<file path="config.mk">
export PLATFORM = sky130hd
export DESIGN_NAME = seg_scan_decoder
export DESIGN_NICKNAME = d
export VERILOG_FILES = /design/src/rtl/seg_scan_decoder.sv
export SDC_FILE = /design/constraint.sdc
export NUM_CORES = 1
export LEC_CHECK = 0
export ABC_AREA = 1
export CORE_UTILIZATION = 40
export CTS_CLUSTER_SIZE = 10
export DETAILED_ROUTE_END_ITERATION = 7
export PLACE_DENSITY = 0.7
export RECOVER_POWER = 50
export SETUP_SLACK_MARGIN = 0.15
export SYNTH_ARGS = -nofsm -noshare
export SYNTH_HDL_FRONTEND = slang
export SYNTH_SLANG_ARGS = --single-unit
export TNS_END_PERCENT = 20
</file>
<file path="constraint.sdc">
create_clock -name clk -period 2.3 [get_ports clk]
set_input_delay 0.345 -clock clk [delete_from_list [all_inputs] [get_ports clk]]
set_output_delay 0.345 -clock clk [all_outputs]
set_load 0.02 [all_outputs]
</file>
<file path="src/rtl/seg_scan_decoder.sv">
// seg_scan_decoder: recovers BCD frames from a scanned 7-segment bus; optional `SEG_RANGE_CHECK_EN rejects non-HH:MM:SS frames
module seg_scan_decoder #(
  parameter int NUM_DIGITS = 6,
  parameter int STABLE_CYC = 16,
  parameter int TIMEOUT_CYC = 2000000,
  parameter bit SEG_ACTIVE_LOW = 1,
  parameter bit DIG_ACTIVE_LOW = 1
) (
  input  logic clk,
  input  logic rst,
  input  logic [7:0] seg7,
  input  logic [7:0] number,
  input  logic clr_err,
  output logic [4*NUM_DIGITS-1:0] digits,
  output logic [NUM_DIGITS-1:0] dp,
  output logic frame_stb,
  output logic frame_valid,
  output logic err,
  output logic stale,
  output logic range_err
);
  localparam int CW = $clog2(STABLE_CYC + 1);
  localparam int TW = $clog2(TIMEOUT_CYC);
  localparam int IW = NUM_DIGITS > 1 ? $clog2(NUM_DIGITS) : 1;
  localparam logic [7:0] SEG_OFF = SEG_ACTIVE_LOW ? 8'hFF : 8'h00;
  localparam logic [7:0] DIG_OFF = DIG_ACTIVE_LOW ? 8'hFF : 8'h00;
  localparam logic [TW-1:0] T_MAX = TW'(TIMEOUT_CYC - 1);
  typedef enum logic [1:0] {IDLE, SETTLE, HOLD} state_t;
  state_t state, state_nx;
  logic [7:0] seg_q1, seg_q2, num_q1, num_q2, s_seg, s_num, ref_seg;
  logic [NUM_DIGITS-1:0] s_dig, ref_dig, seen, w_dp;
  logic [4*NUM_DIGITS-1:0] w_dig;
  logic [CW-1:0] stab_cnt, cnt_nx;
  logic [TW-1:0] idle_cnt;
  logic [IW-1:0] idx;
  logic [3:0] code;
  logic valid, same, load, cap, publish, timed_out, legal, unused_num;
  function automatic logic [3:0] decode(input logic [6:0] g);
    case (g)
      7'h3F: decode = 4'd0;
      7'h06: decode = 4'd1;
      7'h5B: decode = 4'd2;
      7'h4F: decode = 4'd3;
      7'h66: decode = 4'd4;
      7'h6D: decode = 4'd5;
      7'h7D: decode = 4'd6;
      7'h07: decode = 4'd7;
      7'h7F: decode = 4'd8;
      7'h6F: decode = 4'd9;
      7'h00: decode = 4'hF;
      default: decode = 4'hE;
    endcase
  endfunction
  // XOR with the idle level turns both buses active-high
  assign s_seg = seg_q2 ^ SEG_OFF;
  assign s_num = num_q2 ^ DIG_OFF;
  assign s_dig = s_num[NUM_DIGITS-1:0];
  assign unused_num = ^(s_num >> NUM_DIGITS);
  assign valid = |s_dig && !(|(s_dig & (s_dig - 1'b1)));
  assign same = s_seg == ref_seg && s_dig == ref_dig;
  assign publish = &seen;
  assign timed_out = idle_cnt == T_MAX;
  assign code = decode(ref_seg[6:0]);
  always_comb begin
    idx = '0;
    for (int i = 0; i < NUM_DIGITS; i++) if (ref_dig[i]) idx = IW'(i);
  end
  always_comb begin
    state_nx = state;
    cnt_nx = stab_cnt;
    load = 1'b0;
    cap = 1'b0;
    case (state)
      IDLE: if (valid) begin
        state_nx = SETTLE;
        cnt_nx = CW'(1);
        load = 1'b1;
      end
      SETTLE: if (!same) begin
        load = valid;
        cnt_nx = CW'(1);
        state_nx = valid ? SETTLE : IDLE;
      end else begin
        cnt_nx = stab_cnt + 1'b1;
        cap = cnt_nx == CW'(STABLE_CYC);
        state_nx = cap ? HOLD : SETTLE;
      end
      default: state_nx = same ? HOLD : IDLE;
    endcase
  end
`ifdef SEG_RANGE_CHECK_EN
  always_comb begin
    legal = w_dig[7:4] <= 4'd5 && w_dig[15:12] <= 4'd5 &&
            (w_dig[23:20] < 4'd2 || (w_dig[23:20] == 4'd2 && w_dig[19:16] <= 4'd3));
    for (int i = 0; i < NUM_DIGITS; i++) legal = legal && w_dig[4*i +: 4] <= 4'd9;
  end
  always_ff @(posedge clk or negedge rst)
    if (!rst) range_err <= 1'b0;
    else range_err <= publish && !legal;
`else
  assign legal = 1'b1;
  assign range_err = 1'b0;
`endif
  always_ff @(posedge clk or negedge rst) begin
    if (!rst) begin
      {seg_q1, seg_q2} <= {SEG_OFF, SEG_OFF};
      {num_q1, num_q2} <= {DIG_OFF, DIG_OFF};
      state <= IDLE;
      stab_cnt <= '0;
      ref_seg <= '0;
      ref_dig <= '0;
      w_dig <= '0;
      w_dp <= '0;
      seen <= '0;
      digits <= '0;
      dp <= '0;
      frame_stb <= 1'b0;
      frame_valid <= 1'b0;
      err <= 1'b0;
      stale <= 1'b0;
      idle_cnt <= '0;
    end else begin
      {seg_q2, seg_q1} <= {seg_q1, seg7};
      {num_q2, num_q1} <= {num_q1, number};
      state <= state_nx;
      stab_cnt <= cnt_nx;
      if (load) {ref_seg, ref_dig} <= {s_seg, s_dig};
      if (cap) begin
        w_dig[4*idx +: 4] <= code;
        w_dp[idx] <= ref_seg[7];
      end
      seen <= cap ? seen | ref_dig : (publish || timed_out) ? '0 : seen;
      frame_stb <= publish;
      if (publish) frame_valid <= 1'b1;
      if (publish && legal) {digits, dp} <= {w_dig, w_dp};
      err <= (cap && code == 4'hE) || (err && !clr_err);
      idle_cnt <= cap ? '0 : timed_out ? idle_cnt : idle_cnt + 1'b1;
      stale <= cap ? 1'b0 : timed_out ? 1'b1 : stale;
    end
  end
endmodule

</file>
==> flow_summary.toml <==
# synthesis and place-and-route metrics
[clocking]
clock-sinks = 140
cts_root_buf = "clkbuf_16"
cts-resized-gates = 1
ctsHtreeMaxLevel = 4
cts_buffer_depth = 2
tritoncts = "built"
post_cts.repair.setup_buffers = 0
clk_pin_slew_ns = 0.06
ctsHoldBuffers = 1

[setup_path]
worstReg2RegEnd = "w_dp[5]$_DFFE_PN0P_"
arrival_ns = 2.35
setup.worst_path.start = "seg_q2[2]$_DFF_PN1_"
regToRegStartpoint = "seg_q2[2]$_DFF_PN1_"
r2r_cells = 12
path_class = "flip-flop to flip-flop"
required_ns = 2.61
worstPathMaxFanout = 8
critPathLaunchType = "flip-flop"
crit_path_end = "w_dp[5]$_DFFE_PN0P_"
cp-end-kind = "flip-flop"
r2r_slack_ns = 0.26

[global_routing]
grt_use_total = 0.1741
antenna_found_initial = 0
grt_pass1_vias = 4811
grt_overflow = 0
grt_pass1_wl_um = 22470
grt.busiest_layer = "met2"
grt_use_met1 = 0.2265
grtUsageMet2 = 0.2785
grt_max_degree = 58
gr-usage-met3 = 0.04948

[placed_design]
place_area_sq_um = 7277
io_buffers = 50
dpl.cell_count = 1058
place_ws_ns = 0.1196
dp_hpwl_um = 9322
gp_congestion = 0.8836

[floorplan]
die_height_um = 128.9
fp-utilization = 0.4072
ios = 54
dieArea_sq_um = 16620
rows = 46
die_w_um = 128.9
coreArea_sq_um = 15830

[synth]
synth_cell_types = 37
simple_gate_area_frac = 0.3079
fa_ha_area_frac = 0.007765
ys_cells = 790
top_cells_by_count = "nand2_1 (276), dfrtp_1 (112), nor2_1 (95)"
syn_area_per_cell_sq_um = 8.158
synth_area_sq_um = 6445
netlist_instances = 790
synth_top_cell_by_count = "nand2_1"
ys_sh_aoi = 0.05611
synth_nets = 813
yosysWarnings = 0
mux_share = 0
ys_area_sq_um = 6445
ys_seq_share = 0.5490
yosys.area_share.xor_xnor = 0.01223
edf_count = 0
synth_flop_count = 140
synthFlopType = "dfrtp_1"
top_area_frac = 0.4349
yosysTopAreaCell = "dfrtp_1"
synthArstFlopShare = 1.000
top_logic_kind = "simple AND/OR/NAND/NOR gates"
top_cells_by_area = "dfrtp_1 (43%), nand2_1 (16%), dfstp_2 (11%)"

[hold_path]
hold_class = "flip-flop to flip-flop"
worstHoldStart = "seg_q1[1]$_DFF_PN1_"
hold_end = "seg_q2[1]$_DFF_PN1_"
hold_path_depth = 0

[detailed_routing]
finalWirelength_um = 13110
drtIter0Drc = 227
dr.pass1.iters = 4
post_drt_wl_per_cell_um = 11.98
ant_nets = 0
via_per_inst = 4.726
drc = 0
dr_total_vias = 5170

[layout]
fin_util = 0.5054
nFillCells = 1466
diodes = 0
instances_no_fill = 1094
final_layout_size_suffix_gt1_frac = 0.1424
lay_top_count = "nand2_1"
finalNetCount = 889
syn_to_final_growth_pct = 24.11
reg_top3 = "digits (24), w_dig (24), idle_cnt (21)"
lay_top_cells = "nand2_1 (273), dfrtp_1 (112), nor2_1 (88)"

[final_timing]
setup_violations = 0
slew_headroom = 0.2045
timing.final.crit_share = 0.8858
whs_ns = 0.3543
period_minus_slack_ns = 2.037
report.final.hold_viol_count = 0
rsz0062_at_grt = "true"
max_freq_ghz = 0.4908
worst_pin_slew_ns = 1.193
setup_tns_ns = 0
setup_ws_ns = 0.2627
slew_viol_final = 0

[power_and_ir_drop]
pwr-share-comb = 0.171
p_seq_mw = 2.71
max-vdd-ir-drop_mv = 0.5611
switchingPower_mw = 1.911
switching_share = 0.2840
seqPwrFrac = 0.402
p_int_mw = 4.818
power.total_mw = 6.729
powerComb_mw = 1.15
leakage_nw = 4.009
power_per_cell_area_nw_per_um2 = 841.3
top_power_group = "the clock network"

[run]
drv_cap = 0
warnings = 30

[run_status]
status = "finished clean"
[critical path, stage by stage (launching register included)]
cell	delay (ns)
dfstp_2	0.55
nor2_1	0.04
nor2_1	0.20
nand2_1	0.08
nor2_1	0.10
nand2_1	0.09
nor2_4	0.16
nand3_2	0.10
inv_2	0.18
buf_4	0.19
nand2_1	0.11
nand2_1	0.07
o21ai_1	0.05
[area by class of cell]
type                       count  area, sq um  share of cell area
clock inverter                14        193.9             0.02425
inverter                      84        315.3             0.03942
timing repair buffer          74        701.9             0.08775
sequential                   140         3538              0.4424
clock buffer                  17        425.4             0.05318
tap                          216        270.3             0.03379
multi-input combinational    549         2554              0.3193
[metal layers]
layer  vias up  part of all wire
li1       2659                 -
met1      2393              0.48
met2        99              0.47
met3        19             0.037
met4         0             0.016
met5         -                 0
==> images/class_map.png <==
Scale: 2 px per um.
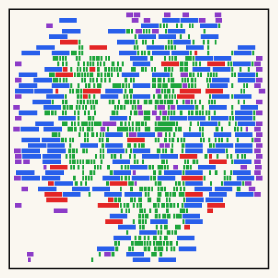
| color | class | cells | share of their area |
|---|---|---|---|
| purple | remaining buffers and delay cells | 74 | 9.1% |
| red | clock drivers and dummy loads | 31 | 8.0% |
| blue | registers | 140 | 46% |
| green | remaining logic cells | 633 | 37% |
post-route cell area: 7999 sq um
Seq area share: 0.4424

==> images/clock_wires.png <==
Scale: 4 px per um.
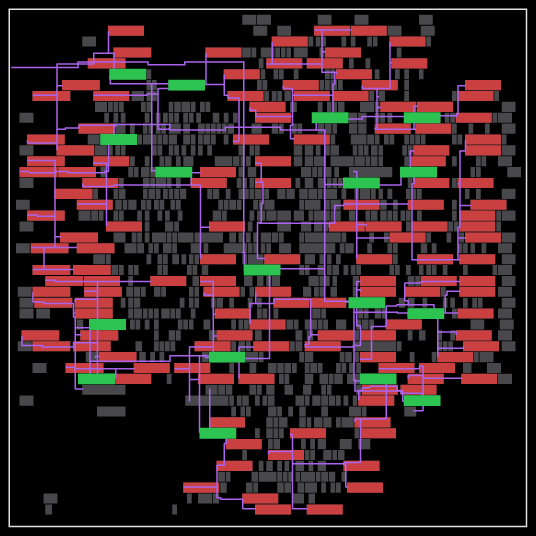
[purple] clock wires | length: 1780 um
[red] flip-flops | count: 140
[green] clock-net drivers | count: 17
routed clock nets: 18
clock power share: 0.427
Clk. pwr: 2.87 mW
clk ins delay skew pair: 0.43 ns
Max Clock Skew: 0.009953 ns

==> images/clock_nets.png <==
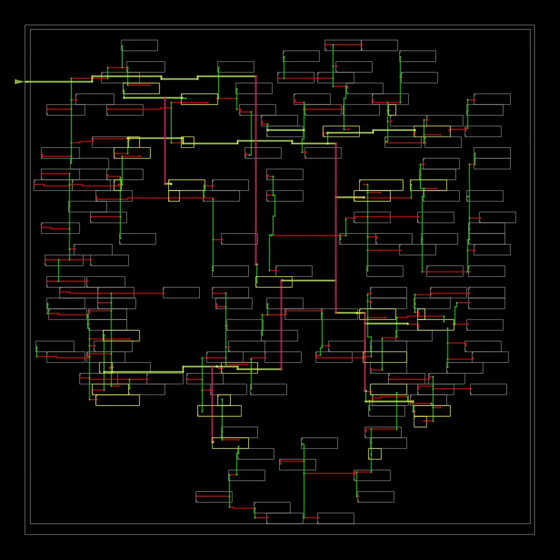
flop count: 140
CTS Buf Count: 17

Power is estimated from default activity; no workload was simulated.
